Design led_message_scheduler_flat, sky130hd; sources not shown.
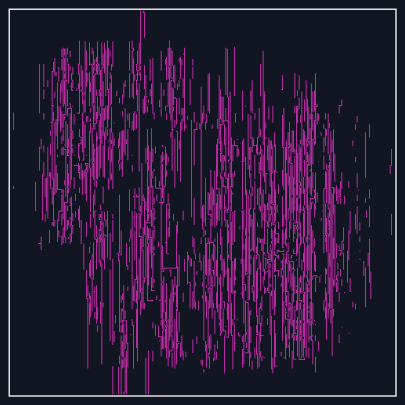
**Above:** run 1 (the metal 2 layer).
Scale: 3 px per um.
longest straight run: 58.8 um
wire length on this layer: 8220 um
wire length reported by the detailed router: 17200 um
overall via count from detail_route: 5020
met2 Usage GRT: 34.1%

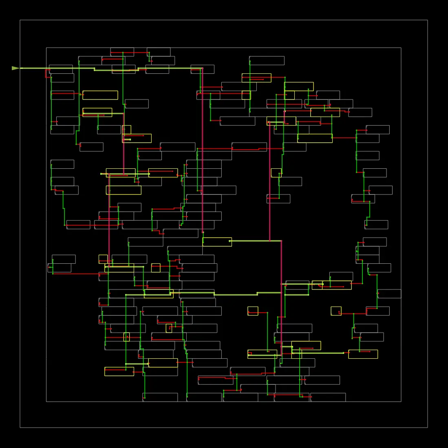
**Above:** run 1 (clock routing).
clk latency late pin: 420 ps
count of clock-net buffers in the final layout: 17
Seq Cell Count: 116
clock distribution power: 1.64 mW

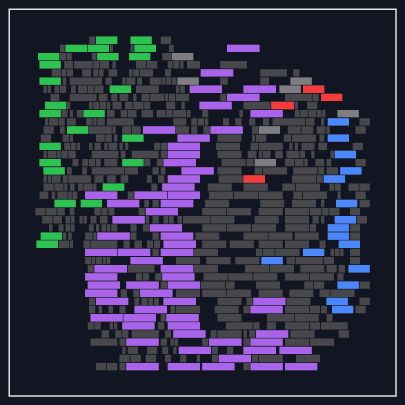
**Above:** run 1 (sequential cells colored by netlist name).
Scale: 3 px per um.
legend:
  green:
    name_in_the_netlist: u_core.div
    sequential_cells: 25
  purple:
    name_in_the_netlist: u_core.msg_buf
    sequential_cells: 64
  blue:
    name_in_the_netlist: u_core.win
    sequential_cells: 16
  red:
    name_in_the_netlist: u_core.bus.msg_ptr
    sequential_cells: 4
    where: north-east
sequential standard cell area: 2960 sq um
flop share of the area: 37.1%

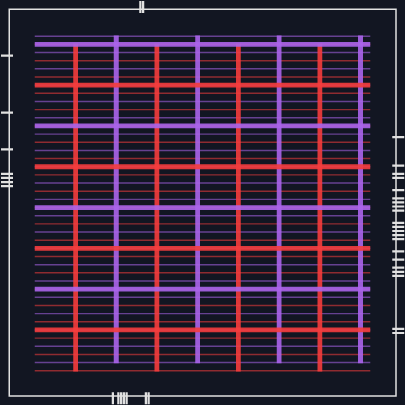
**Above:** run 1 (power grid).
Scale: 3 px per um. Pins as bars on the die edge.
legend:
  purple:
    net: VDD
  red:
    net: VSS
rows: 41
signal pins: 37
met1 rails: 42
worst IR drop on VDD: 252 uV
placeable core area: 12500 sq um
Die Ht: 128 um

==> reports/summary.rpt, run 1 <==
================================================================================
Outcome ...........................................................    completed
Placement Setup Slack .............................................       861 ps
R2R depth .........................................................            7
Worst Setup Path Type .............................................      reg2reg
Detailed placer's ending HPWL .....................................     12300 um
Sequential share of power .........................................        42.9%
Overall power after layout ........................................      3.16 mW
Number of buffers added by the clock tree synthesis step ..........           17
Combinational fraction of the cell area ...........................        47.1%
Power density over the cells ......................................  396 nW/um^2
Ratio of cells with drive above 1 in the final layout .............        25.5%
I/O pin count .....................................................           37
Leakage power summed over all cells ...............................      2.19 nW
Fraction of synthesized cell area taken by the top area cell type .        27.7%
Busiest layer in global routing ...................................         met2
Biggest cell category by area in the final layout .................  logic gates
Cell area after synthesis .........................................   6950 sq um
Final layout net count ............................................          600
Post-synthesis sequential area ratio ..............................        42.6%
Amount of wire on met2 after detailed routing .....................      8220 um
Mapped Cells ......................................................          553
Portion of netlist area occupied by mux cells .....................        26.6%
================================================================================
**Run 1: cell area per tile**

Scale: 3 px per um. 13 x 13 tiles, from black (low) to pale yellow (high), 0 to 100% covered.
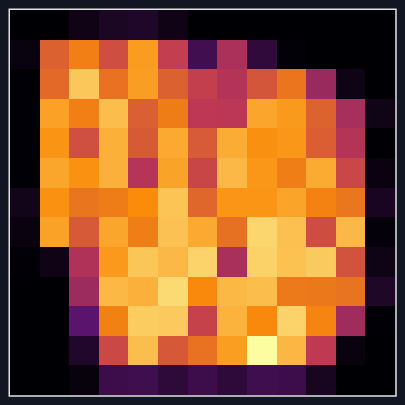

==> run 2: changes to the inputs <==
clock period = 2.9 ns   (was 3.8 ns; I/O delays follow)
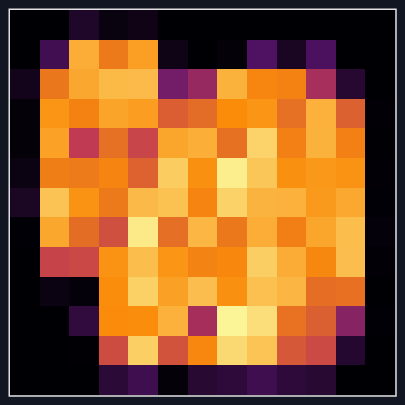
**Above:** run 2 (cell area per tile).
Scale: 3 px per um. 13 x 13 tiles, from black (low) to pale yellow (high), 0 to 100% covered.
mean over tiles: 48%
nearly empty tiles: 25%
fullest tile: 98%
emptiest ninth of the die: south-west
densest ninth of the die: center
tiles over 75% full: 34%
final core utilization: 64.8%
starting utilization of the core area: 55.7%

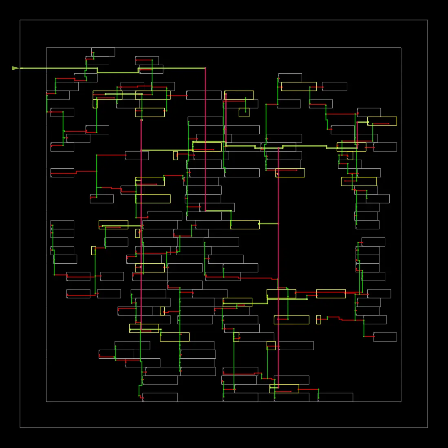
**Above:** run 2 (clock routing).
count of clock-net buffers in the final layout: 22
clock distribution power: 2.23 mW

==> run 2 against run 1 <==
Hold slack improved by 18 ps. Global-route usage decreased by 0.078 points. Core utilization increased by 0.81 points. Fmax increased by 16%. Clock-buffer cell count increased by 5. Critical path type unchanged. Critical endpoint is now u_core.msg_buf[1][1]. Highest routed layer unchanged.
==> reports/summary.rpt, run 2 <==
================================================================================
Deepest level of the CTS H-tree ...................................            4
Amount of wire on met2 after detailed routing .....................      8150 um   -0.91%
Most common cell after layout, fill and taps aside ................ sky130_fd_sc_hd__mux4_2
Sequential share of power .........................................        41.9%   -1.0 points
Clk latency late pin ..............................................       420 ps   about the same
Wire length reported by the detailed router .......................     16800 um   -1.9%
Fraction of synthesized cell area taken by the top area cell type .        27.7%   unchanged
Worst path slowest cell ........................................... sky130_fd_sc_hd__or3_1
Combinational fraction of the cell area ...........................        46.5%   -0.59 points
Die Ht ............................................................       128 um   unchanged
Worst IR drop on VDD ..............................................       410 uV   +62%
Overall power after layout ........................................      4.23 mW   +34%
Detailed placer's ending HPWL .....................................     12000 um   -2.5%
Worst Setup Path Type .............................................      reg2reg
Portion of netlist area occupied by mux cells .....................        26.6%   unchanged
Fraction of met1 tracks used by global routing ....................        26.4%
Post-synthesis xor/xnor area fraction .............................        2.77%
Cell area after synthesis .........................................   6950 sq um   unchanged
Sequential standard cell area .....................................   2960 sq um   unchanged
Ratio of cells with drive above 1 in the final layout .............        25.5%   about the same
Power density over the cells ......................................  524 nW/um^2   +32%
Busiest layer in global routing ...................................         met2
Post-synthesis area per instance ..................................   12.6 sq um
Post-synthesis sequential area ratio ..............................        42.6%   unchanged
Required time reported for the critical path endpoint .............      3010 ps
Biggest cell category by area in the final layout .................  logic gates
Mapped Cells ......................................................          553   unchanged
Outcome ...........................................................    completed
Met2 Usage GRT ....................................................        33.7%   -0.40 points
Final WS setup ....................................................       350 ps
Post-synth area hogs .............................................. sky130_fd_sc_hd__edfxtp_1 (28%), sky130_fd_sc_hd__mux4_2 (25%), sky130_fd_sc_hd__dfxtp_1 (15%), sky130_fd_sc_hd__or3_1 (2.6%), sky130_fd_sc_hd__nand2_1 (2.4%)
I/O pin count .....................................................           37   unchanged
Placeable core area ...............................................  12500 sq um   unchanged
R2R depth .........................................................            5   -2
Placement Setup Slack .............................................       397 ps   -463 ps
Maximum number of pins on one net before global-route repair ......           55
Seq Cell Count ....................................................          116   unchanged
Primary FF master, synth .......................................... sky130_fd_sc_hd__edfxtp_1
Final layout net count ............................................          608   +1.3%
Overall via count from detail_route ...............................         4983   -0.74%
Flop share of the area ............................................        36.7%   -0.47 points
Leakage power summed over all cells ...............................      2.25 nW   +2.8%
Number of buffers added by the clock tree synthesis step ..........           17   unchanged
================================================================================
Power is estimated from default activity; no workload was simulated.
